Figure 1. M1 wires.
The bar under the picture is 50 um long.
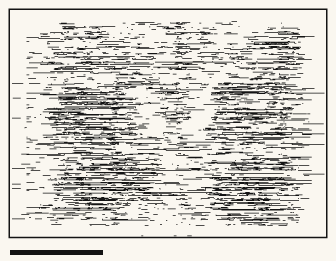
Figure 2. Metal 2.
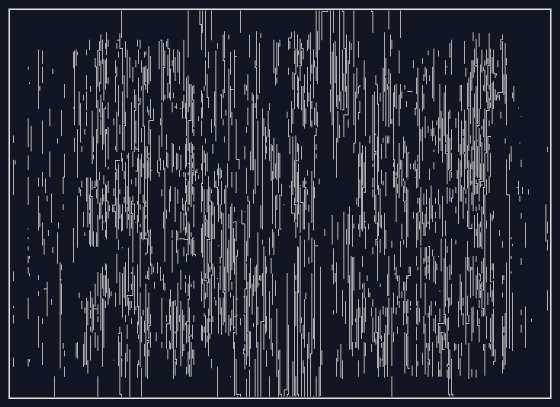
Figure 3. Metal 3.
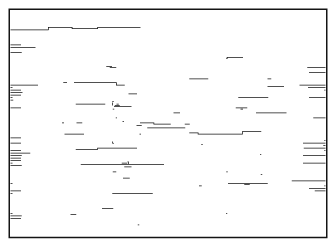
==> config.mk <==
export PLATFORM = sky130hd
export DESIGN_NAME = multi_zone_home_controller
export DESIGN_NICKNAME = d
export VERILOG_FILES = /design/src/rtl/multi_zone_home_controller.sv
export SDC_FILE = /design/constraint.sdc
export NUM_CORES = 1
export LEC_CHECK = 0
export CELL_PAD_IN_SITES_DETAIL_PLACEMENT = 1
export CELL_PAD_IN_SITES_GLOBAL_PLACEMENT = 1
export CORE_ASPECT_RATIO = 0.7
export CORE_MARGIN = 5
export CORE_UTILIZATION = 44
export DETAILED_ROUTE_END_ITERATION = 8
export GPL_ROUTABILITY_DRIVEN = 0
export GPL_TIMING_DRIVEN = 0
export PLACE_DENSITY_LB_ADDON = 0.1
export SLEW_MARGIN = 20
export SYNTH_ARGS = -nofsm -noshare
export SYNTH_HDL_FRONTEND = slang
export SYNTH_SLANG_ARGS = --single-unit
==> constraint.sdc <==
create_clock -name clk -period 4.3 [get_ports clk]
set_input_delay 0.43 -clock clk [delete_from_list [all_inputs] [get_ports clk]]
set_output_delay 0.43 -clock clk [all_outputs]
set_load 0.05 [all_outputs]
==> impl_metrics.toml <==
# yosys + openroad results
[synth]
most_used_standard_cell_by_instance_count_after_synthesis = "dfrtp_1"
yosys-top-cells-count = "dfrtp_1, ha_1, inv_1, nand2_1, a21oi_1"
synth_area_per_cell_um2 = 10.2
synth-edff-count = 0

[run_status]
outcome = "finished, final reports clean"

[detailed_routing]
detailed_routing_wirelength_on_met1_um = 9610
highest_layer = "met4"
antenna_violating_nets_post_route = 0

[place]
io_buffers = 94

[clock_tree]
post-cts-setup-buffers = 0

[sta]
finalClockSkew_ps = 9.19

[layout]
multiInputGateArea_um2 = 4300
register_area_um2 = 3300
clockNetworkAreaShare_pct = 5.93
syn2layout_area_growth_pct = 23.5
logic_gates = 564
drive_gt1_share_pct = 7.07

[power_and_ir_drop]
totalPowerFinal_w = 0.00417

[global_routing]
remaining_overflow_grt = 0
maximum_number_of_pins_on_one_net_before_global_route_repair = 77

[min_path]
worstHoldPathCells = 1

[floorplan]
floorplan.io_pins = 95

[worst_setup_path]
arrival_time_at_the_worst_endpoint_ps = 4350
Notes on Figure 1 above:
wire length on this layer: 9,610 um
nets with wire on the layer: 1,015
share of all routed wire: 46%
main direction: horizontal
met1 demand-to-capacity share in global routing: 27.1%
overall routed net length: 21,100 um
routed via count: 6,265

Notes on Figure 2 above:
wire length on this layer: 10,300 um
share of all routed wire: 49%
longest straight run: 48.6 um
met2 track demand over resource: 35.7%

Notes on Figure 3 above:
nets with wire on the layer: 72
main direction: horizontal
longest straight run: 44.6 um
wire length on this layer: 730 um
share of all routed wire: 3.5%
met3 track utilization from global routing: 4.02%

